## src/rtl/rf_exec_seq.sv

```systemverilog
// Single-issue execute sequencer: reads two registers, runs one ALU op
// and writes the result back through an external register file.
module rf_exec_seq #(
  parameter int DATA_W = 8,
  parameter int ADDR_W = 4
) (
  input  logic              clk,
  input  logic              rst,
  input  logic              in_valid,
  output logic              in_ready,
  input  logic [2:0]        in_op,
  input  logic [ADDR_W-1:0] in_rd,
  input  logic [ADDR_W-1:0] in_rs1,
  input  logic [ADDR_W-1:0] in_rs2,
  output logic [ADDR_W-1:0] rf_read_addr1,
  output logic [ADDR_W-1:0] rf_read_addr2,
  input  logic [DATA_W-1:0] rf_read_data1,
  input  logic [DATA_W-1:0] rf_read_data2,
  output logic              rf_we,
  output logic [ADDR_W-1:0] rf_write_addr,
  output logic [DATA_W-1:0] rf_write_data,
  output logic              done,
  output logic              busy,
  output logic              flag_z,
  output logic              flag_c
);

  typedef enum logic [1:0] {
    IDLE,
    EXEC,
    WB
  } state_t;

  state_t state, state_nxt;
  logic accept;

  logic [2:0]        op_q;
  logic [ADDR_W-1:0] rd_q;
  logic [ADDR_W-1:0] rs1_q;
  logic [ADDR_W-1:0] rs2_q;

  logic [DATA_W-1:0] a, b, res;
  logic [DATA_W:0]   sum;
  logic              carry;
  logic [2:0]        shamt;

  always_comb begin
    state_nxt = state;
    accept    = 1'b0;
    unique case (state)
      IDLE: begin
        if (in_valid) begin
          accept    = 1'b1;
          state_nxt = EXEC;
        end
      end
      EXEC: state_nxt = WB;
      WB:   state_nxt = IDLE;
      default: state_nxt = IDLE;
    endcase
  end

  assign in_ready      = (state == IDLE);
  assign busy          = (state != IDLE);
  assign rf_we         = (state == WB);
  assign rf_write_addr = rd_q;
  assign rf_read_addr1 = rs1_q;
  assign rf_read_addr2 = rs2_q;

  assign a     = rf_read_data1;
  assign b     = rf_read_data2;
  assign shamt = b[2:0];
  assign sum   = {1'b0, a} + {1'b0, b};

  always_comb begin
    res   = '0;
    carry = 1'b0;
    unique case (op_q)
      3'b000: begin
        res   = sum[DATA_W-1:0];
        carry = sum[DATA_W];
      end
      3'b001: begin
        res   = a - b;
        carry = (a < b);
      end
      3'b010: res = a & b;
      3'b011: res = a | b;
      3'b100: res = a ^ b;
      3'b101: res = a << shamt;
      3'b110: res = a >> shamt;
      3'b111: res = a;
    endcase
  end

  always_ff @(posedge clk or posedge rst) begin
    if (rst) begin
      state         <= IDLE;
      op_q          <= '0;
      rd_q          <= '0;
      rs1_q         <= '0;
      rs2_q         <= '0;
      rf_write_data <= '0;
      flag_z        <= 1'b0;
      flag_c        <= 1'b0;
      done          <= 1'b0;
    end else begin
      state <= state_nxt;
      done  <= (state == WB);
      if (accept) begin
        op_q  <= in_op;
        rd_q  <= in_rd;
        rs1_q <= in_rs1;
        rs2_q <= in_rs2;
      end
      // Result and flags are frozen here so WB drives stable values.
      if (state == EXEC) begin
        rf_write_data <= res;
        flag_z        <= (res == '0);
        flag_c        <= carry;
      end
    end
  end

endmodule
```

## config.mk

```make
export PLATFORM = sky130hd
export DESIGN_NAME = rf_exec_seq
export DESIGN_NICKNAME = d
export VERILOG_FILES = /design/src/rtl/rf_exec_seq.sv
export SDC_FILE = /design/constraint.sdc
export NUM_CORES = 1
export LEC_CHECK = 0
export ABC_CLOCK_PERIOD_IN_PS = 3700
export CORE_MARGIN = 8
export CORE_UTILIZATION = 35
export CTS_BUF_LIST = sky130_fd_sc_hd__clkbuf_4
export DETAILED_ROUTE_END_ITERATION = 6
export GPL_ROUTABILITY_DRIVEN = 0
export HOLD_SLACK_MARGIN = 0.02
export SLEW_MARGIN = 0
export SYNTH_ARGS = -nofsm -noshare
export SYNTH_HDL_FRONTEND = slang
export SYNTH_SLANG_ARGS = --single-unit
```

## constraint.sdc

```tcl
create_clock -name clk -period 3.7 [get_ports clk]
set_input_delay 0.37 -clock clk [delete_from_list [all_inputs] [get_ports clk]]
set_output_delay 0.37 -clock clk [all_outputs]
set_load 0.02 [all_outputs]
```

==> PnR_summary.wiki, run 1 <==
== Metrics ==
{| class="wikitable"
! Metric !! Value
|-
| CP Capture Point || flag_z
|-
| Remaining global-route overflow || 0
|-
| Run status || finished clean
|-
| Post-Synth Simple-Gate Area || 16.9%
|-
| Fraction of final layout cells sized beyond drive strength 1 || 12.7%
|-
| Final Skew || 0.00561 ns
|-
| Commonest cells in the synthesized netlist || sky130_fd_sc_hd__inv_1, sky130_fd_sc_hd__nand2_1, sky130_fd_sc_hd__dfrtp_1, sky130_fd_sc_hd__nor2_1, sky130_fd_sc_hd__ha_1
|-
| Reg2reg start || op_q[0]
|-
| Min-Delay Path Depth || 1
|-
| Maximum clock frequency || ~330 MHz
|-
| Post-placement cell area || approximately 3500 sq um
|-
| Power drawn by the sequential cells || 0.496 mW
|-
| Final critical-path share of the clock period || 80.9%
|-
| CTS sink count || 28
|-
| Standard-cell rows || 32
|-
| Combinational fraction of design power || 55.9%
|-
| Count of nets left with antenna violations after detail routing || 0
|-
| Total cell area reported by yosys after synthesis || 2800 sq um
|-
| Number of design-rule violations left by the first detailed-router iteration || 228
|-
| Ports placed on the boundary || about 60
|-
| Number of cell instances on the worst register-to-register path || 7
|-
| Clock network power || approximately 0.20 mW
|-
| Clk latency late pin || 0.33 ns
|-
| Routed wire length per instance || 18.0 um
|-
| Comb. pwr || 0.883 mW
|-
| Setup slack after layout || 0.706 ns
|-
| RSZ-0062 raised after global routing || no
|-
| Start point of the worst min-delay path || state[0]
|-
| Dominant class by area || logic gates
|-
| Cell Type Count || 64
|-
| Sequential cell area fraction in the yosys report || between 20% and 30%
|-
| Final HPWL from detailed placement || 6740 um
|-
| Post-Synthesis Cells || 318
|-
| Max capacitance violation total || 0
|-
| Yosys cell count || 318
|-
| Antenna violations before repair || 0
|-
| Clock Power Share || 12.7%
|-
| Count of placed standard cells including taps || between 400 and 500
|-
| Top power group || combinational cells
|}
## run 1: critical path: stages
cell and delay [ns]:
sky130_fd_sc_hd__clkdlybuf4s50_1 0.61, sky130_fd_sc_hd__clkinv_1 0.29, sky130_fd_sc_hd__ha_1 0.46, sky130_fd_sc_hd__nand2b_1 0.18
sky130_fd_sc_hd__a2bb2oi_1 0.29, sky130_fd_sc_hd__a221oi_1 0.17, sky130_fd_sc_hd__xor2_1 0.18, sky130_fd_sc_hd__a211oi_1 0.39
sky130_fd_sc_hd__o21ai_1 0.14, sky130_fd_sc_hd__o31ai_2 0.17
## run 1: routing by layer
layer,part of all wire [%],GRT usage (%),wire length (um)
met5,0,0,0
met4,2.1,4.08,182
met3,6.4,2.44,542
met2,49,25.3,4160
met1,43,20.4,3610
**Run 1: track usage over the die**

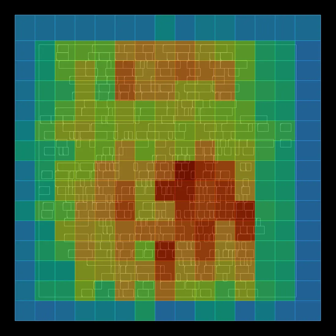
met1 capacity usage during global routing: 20.4%
global-route track usage on met2: 25.3%
overall global routing resource usage: 15.4%

**Run 1: placed cells, one colour a class**

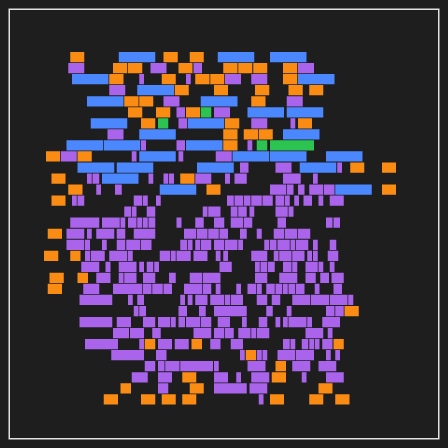
other buffers and delay cells -> orange  # cells 67
clock drivers and dummy loads -> green  # cells 4
all other logic -> purple  # cells 272
flip-flops -> blue  # cells 28
post-route design area: 3550 sq um
core utilization of the finished layout: 45.9%

**Run 1: drive-strength map**

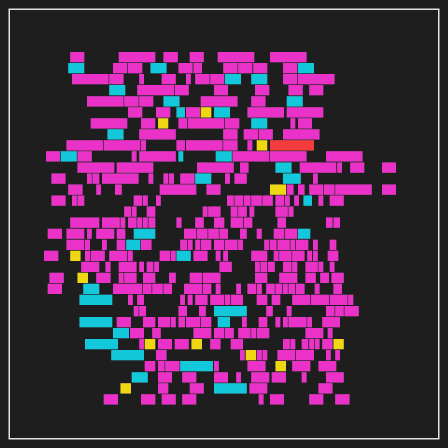
drive 6 and up -> red  # cells 1
drive 2 -> cyan  # cells 34
drive 3 to 4 -> yellow  # cells 12
drive 1 or less -> magenta  # cells 324

**Run 1: cell area per tile**

11 x 11 tiles, from black (low) to pale yellow (high), 0 to 100% covered.
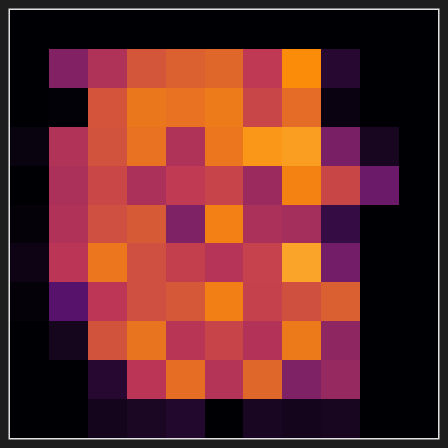
densest ninth of the die = centre
fullest tile = 80%
tiles over 75% full = 2.5%
share of the core filled by cells before placement: 36.2%
core box area: 7730 sq um

**Run 1: where the registers sit**

Other sequential cells in the stronger grey, the rest of the logic in the fainter grey.
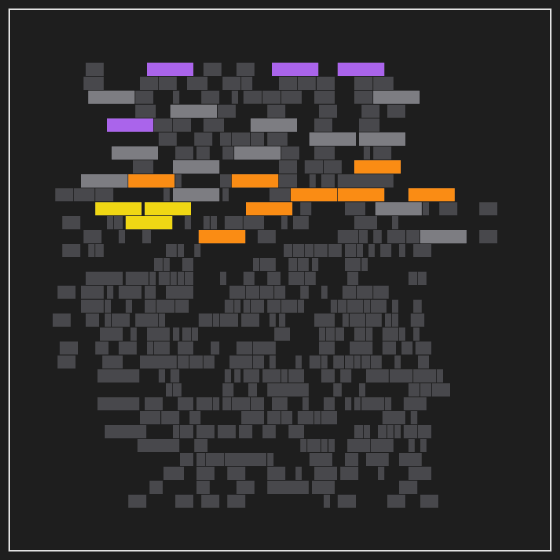

==> run 1 -> run 2 <==
Settings changed: ABC_CLOCK_PERIOD_IN_PS 3700 to 2500.
Clock period 3.7 ns to 2.5 ns, I/O delays scaled along.
**Run 2: where the registers sit**

Other sequential cells in the stronger grey, the rest of the logic in the fainter grey.
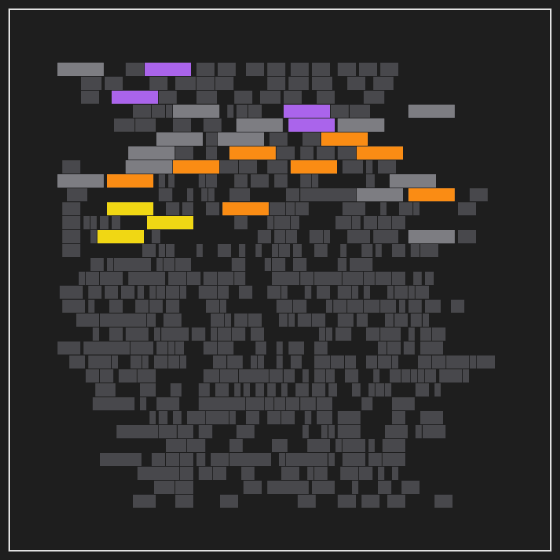
`rf_write_data` -> orange  # sequential cells 8
`op_q` -> yellow  # sequential cells 3
`rf_read_addr2` -> purple  # sequential cells 4, where north
power drawn by the sequential cells: 0.697 mW
core utilization of the finished layout: 53.3%
sequential fraction of total cell area: 17.0%

==> PnR_summary.wiki, run 2 <==
== Metrics ==
{| class="wikitable"
! Metric !! Value
|-
| Run status || finished clean
|-
| Ports placed on the boundary || 60 (unchanged)
|-
| Routed wire length per instance || 16.2 um (-10%)
|-
| Remaining global-route overflow || 0 (unchanged)
|-
| Non-clock buffering overhead in the final layout || 27.9%
|-
| Core box area || 7730 sq um (unchanged)
|-
| Pre-antenna DRT Iters || 4
|-
| Diodes inserted || 0
|-
| Final standard cell count with taps included and fillers excluded || 538
|-
| CTS sink count || 28 (unchanged)
|-
| Net count entering floorplan || 379
|-
| Cells along the critical path || clkdlybuf4s50_1 > inv_2 > ha_1 > o311a_1 > or4_4 > a31o_1 > a31oi_2 > o21ai_1 > o31ai_2
|-
| Critical path launch point || rf_read_data2[2]
|-
| Comb. pwr || 1.58 mW (+79%)
|-
| Largest stage delay, worst path || 0.50 ns (-0.11 ns)
|-
| Top power group || combinational cells
|-
| Worst endpoint required time || 2.75 ns
|-
| Final critical-path share of the clock period || ~95%
|-
| Top Usage Layer GRT || met2
|-
| Clock network power || 0.296 mW (+47%)
|-
| Reg2reg start || op_q[0]
|-
| Clk latency late pin || 0.33 ns (about the same)
|-
| Met1 capacity usage during global routing || 20.5% (+0.12 points)
|-
| Commonest cells in the synthesized netlist || sky130_fd_sc_hd__inv_1, sky130_fd_sc_hd__nand2_1, sky130_fd_sc_hd__dfrtp_1, sky130_fd_sc_hd__nor2_1, sky130_fd_sc_hd__ha_1
|-
| Flop pwr share || 27.1%
|-
| Cell Type Count || 64 (unchanged)
|-
| Combinational fraction of design power || 61.4% (+5.5 points)
|-
| Combinational share of cell area || 47.8%
|-
| Synthesis-stage register bit count || 28
|-
| Standard-cell rows || 32 (unchanged)
|-
| Number of cell instances on the worst register-to-register path || 8 (+1)
|-
| Setup slack on the worst flop-to-flop path || ~0.23 ns
|-
| Worst slew margin relative to its limit || 64.3%
|-
| Multi-input combinational cell area || about 2000 sq um
|-
| Maximum clock frequency || 421 MHz
|-
| Antenna violations before repair || 0 (unchanged)
|-
| Count of placed standard cells including taps || 534 (+14%)
|-
| Fraction of synthesized cell area taken by the top area cell type || around a quarter
|-
| Fraction of final layout cells sized beyond drive strength 1 || 28.4% (+16 points)
|-
| Highest layer used for signal routing || met4
|-
| Total cell area reported by yosys after synthesis || 2800 sq um (unchanged)
|-
| Final HPWL from detailed placement || 7340 um (+9.0%)
|-
| Leak || about 1.9 nW
|-
| Number of design-rule violations left by the first detailed-router iteration || 252 (+11%)
|-
| DR WL met2 || 4200 um (+0.94%)
|-
| Count of nets left with antenna violations after detail routing || 0 (unchanged)
|-
| Cell Int Power || between 1.5 and 2 mW
|-
| RSZ-0062 raised after global routing || no
|-
| Wire length on met1 || 4000 um (+11%)
|-
| Measured slew at the worst slew-check pin || 0.528 ns
|-
| Cell area after synthesis || 2800 sq um
|-
| Synth Area in Adders || between 10% and 20%
|-
| Post-Synthesis Cells || 318 (unchanged)
|-
| Number of synthesized flops with an enable pin || 0
|-
| Routed met3 length || 392 um (-28%)
|-
| Share of synthesized area spent on multiplexers || around 16%
|-
| Die outline area || approximately 11,000 sq um
|-
| CP Capture Point || flag_z
|-
| H-Tree Depth || 1
|-
| Number of sequential cells in the layout || 28
|-
| Max capacitance violation total || 0 (unchanged)
|-
| Share of the core filled by cells before placement || 36.2% (unchanged)
|-
| Dominant class by area || logic gates
|-
| Horizontal die size || approximately 110 um
|-
| Sequential cell area fraction in the yosys report || 25.0% (unchanged)
|-
| Post-route design area || 4120 sq um (+16%)
|-
| Post-Synth Simple-Gate Area || 16.9% (unchanged)
|-
| Clock Power Share || 11.5% (-1.2 points)
|-
| Global-route wire length before repair || about 14,000 um
|-
| Slowest cell on crit path || sky130_fd_sc_hd__clkdlybuf4s50_1
|-
| Yosys cell count || 318 (unchanged)
|-
| Total setup violations reported at the end of the flow || 0
|-
| Final Skew || 0.0129 ns (+0.00727 ns)
|-
| Post-placement cell area || 3980 sq um (+14%)
|-
| Final Max Tran Viols || 0
|-
| Global-route track usage on met2 || 26.5% (+1.2 points)
|}
**Run 2: track usage over the die**

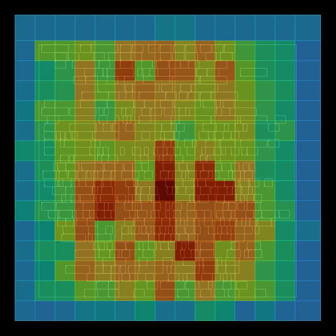
routing usage on met3: 2.19%
overall global routing resource usage: 15.7%

==> run 2: through the flow <==
step                util (%)  TNS (ns)  hold slack, ns  power, mW  worst slack [ns]
detailed placement      51.5     -2.18           0.463       2.26            -0.375
CTS                     52.3         0           0.250       2.57            0.0216
global placement        51.5     -1.81           0.443       2.25            -0.324
finish                  53.3         0           0.258       2.57             0.124
floorplan                  -         0           0.315       1.51           0.00203
global route            53.3         0           0.261       2.75            0.0114
==> run 2: critical path, delay by kind of cell <==
kind                       cells  cell delay [ns]
AOI/OAI and AO/OA              5             1.10
adders and majority gates      1             0.22
buffers and inverters          2             0.57
and+or+nand+nor                1             0.50
==> run 2 -> run 3 <==
Settings changed: CAP_MARGIN set to 20.
==> PnR_summary.wiki, run 3 <==
== Metrics ==
{| class="wikitable"
! Metric !! Value
|-
| Commonest cells in the synthesized netlist || sky130_fd_sc_hd__inv_1, sky130_fd_sc_hd__nand2_1, sky130_fd_sc_hd__dfrtp_1, sky130_fd_sc_hd__nor2_1, sky130_fd_sc_hd__ha_1
|-
| Core box area || 7730 sq um (unchanged)
|-
| Number of cells on the critical path || 9 (unchanged)
|-
| RSZ-0062 raised after global routing || no
|-
| Final Max Tran Viols || 0 (unchanged)
|-
| Run status || finished clean
|-
| Cell Type Count || 64 (unchanged)
|-
| Final HPWL from detailed placement || 7340 um (unchanged)
|-
| Comb. pwr || 1.58 mW (about the same)
|-
| Routing usage on met3 || 2.19% (unchanged)
|-
| Slowest cell on crit path || sky130_fd_sc_hd__clkdlybuf4s50_1
|-
| Number of synthesized flops with an enable pin || 0 (unchanged)
|-
| Combinational fraction of design power || 61.4% (about the same)
|-
| Final standard cell count with taps included and fillers excluded || 538 (unchanged)
|-
| Count of buffer and inverter cells on the critical path || 2 (unchanged)
|-
| Setup slack after layout || 0.124 ns (unchanged)
|-
| Cell area after synthesis || 2800 sq um (unchanged)
|-
| Clk latency late pin || 0.33 ns (about the same)
|-
| Post-route design area || 4120 sq um (unchanged)
|-
| Final Skew || 0.0129 ns (unchanged)
|-
| Ports placed on the boundary || 60 (unchanged)
|-
| Max capacitance violation total || 0 (unchanged)
|-
| Flop pwr share || 27.1% (about the same)
|-
| Count of nets left with antenna violations after detail routing || 0 (unchanged)
|-
| Dpl ws || -0.375 ns (unchanged)
|-
| Yosys cell count || 318 (unchanged)
|-
| Critical path launch point || rf_read_data2[2]
|-
| Wire length on met1 || 4000 um (unchanged)
|-
| Power drawn by the sequential cells || 0.697 mW (about the same)
|-
| CP Capture Point || flag_z
|-
| H-Tree Depth || 1 (unchanged)
|-
| Global-route wire length before repair || 14,400 um (unchanged)
|-
| Pre-antenna DRT Iters || 4 (unchanged)
|-
| Overall global routing resource usage || 15.7% (unchanged)
|-
| Sequential cell area fraction in the yosys report || 25.0% (unchanged)
|-
| Post-Synthesis Cells || 318 (unchanged)
|-
| Standard-cell rows || 32 (unchanged)
|-
| Fraction of final layout cells sized beyond drive strength 1 || 28.4% (unchanged)
|-
| Remaining global-route overflow || 0 (unchanged)
|-
| Antenna violations before repair || 0 (unchanged)
|-
| Reg2reg start || op_q[0]
|-
| CTS sink count || 28 (unchanged)
|-
| Leak || 1.87 nW (unchanged)
|-
| Number of design-rule violations left by the first detailed-router iteration || 252 (unchanged)
|-
| Horizontal die size || 105 um (unchanged)
|-
| Diodes inserted || 0 (unchanged)
|-
| Clock network power || 0.296 mW (about the same)
|-
| Core utilization of the finished layout || 53.3% (unchanged)
|-
| Worst slew margin relative to its limit || 64.3% (unchanged)
|-
| Clock Power Share || 11.5% (about the same)
|-
| Maximum clock frequency || 421 MHz (unchanged)
|-
| Routed met3 length || 392 um (unchanged)
|-
| Final Hold Slack || 0.258 ns (unchanged)
|-
| DRC violations left || 0
|-
| Share of the core filled by cells before placement || 36.2% (unchanged)
|-
| Cells along the critical path || clkdlybuf4s50_1 > inv_2 > ha_1 > o311a_1 > or4_4 > a31o_1 > a31oi_2 > o21ai_1 > o31ai_2
|-
| Die outline area || 11,100 sq um (unchanged)
|-
| Largest stage delay, worst path || 0.50 ns (about the same)
|-
| Measured slew at the worst slew-check pin || 0.528 ns (unchanged)
|-
| Setup slack on the worst flop-to-flop path || 0.23 ns (about the same)
|}
## run 3: cell counts in the layout (fill, tap and decap cells not counted)
Identical to the previous run, type by type.
## run 3: layout make-up
class	instances	area, sq um	share of cell area (%)
multi-input cells	240	1970	47.8
repair buffers	132	1150	27.9
flip-flops and latches	28	701	17.0
well taps	102	128	3.10
inverters	32	120	2.92
clock inverters	1	30.0	0.730
clock buffers	3	22.5	0.547
## run 3: cells by family after synthesis
logic type / count (synthesis) / share of synthesized area (%)
and+or+nand+nor: 96 / 16.9
adders and majority gates: 27 / 12.6
buffers and inverters: 50 / 7.33
DFF: 28 / 25.0
muxes: 33 / 15.7
xor gates and xnor gates: 4 / 1.25
AOI/OAI and AO/OA: 80 / 21.1
**Run 3: cell area per tile**

11 x 11 tiles, from black (low) to pale yellow (high), 0 to 100% covered.
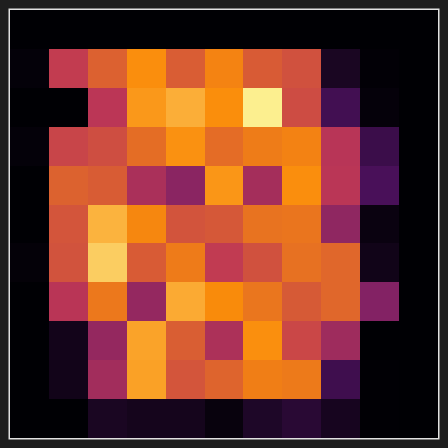
densest ninth of the die = centre
emptiest ninth of the die = north-east
mean over tiles = 36%
tiles over 75% full = 12%

**Run 3: track usage over the die**

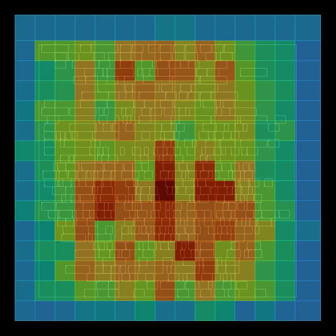
global-route track usage on met2: 26.5%
met1 capacity usage during global routing: 20.5%
Top Usage Layer GRT: met2
routed wire length per instance: 16.2 um

No activity file was given, so power comes from the tool's default toggle rates.
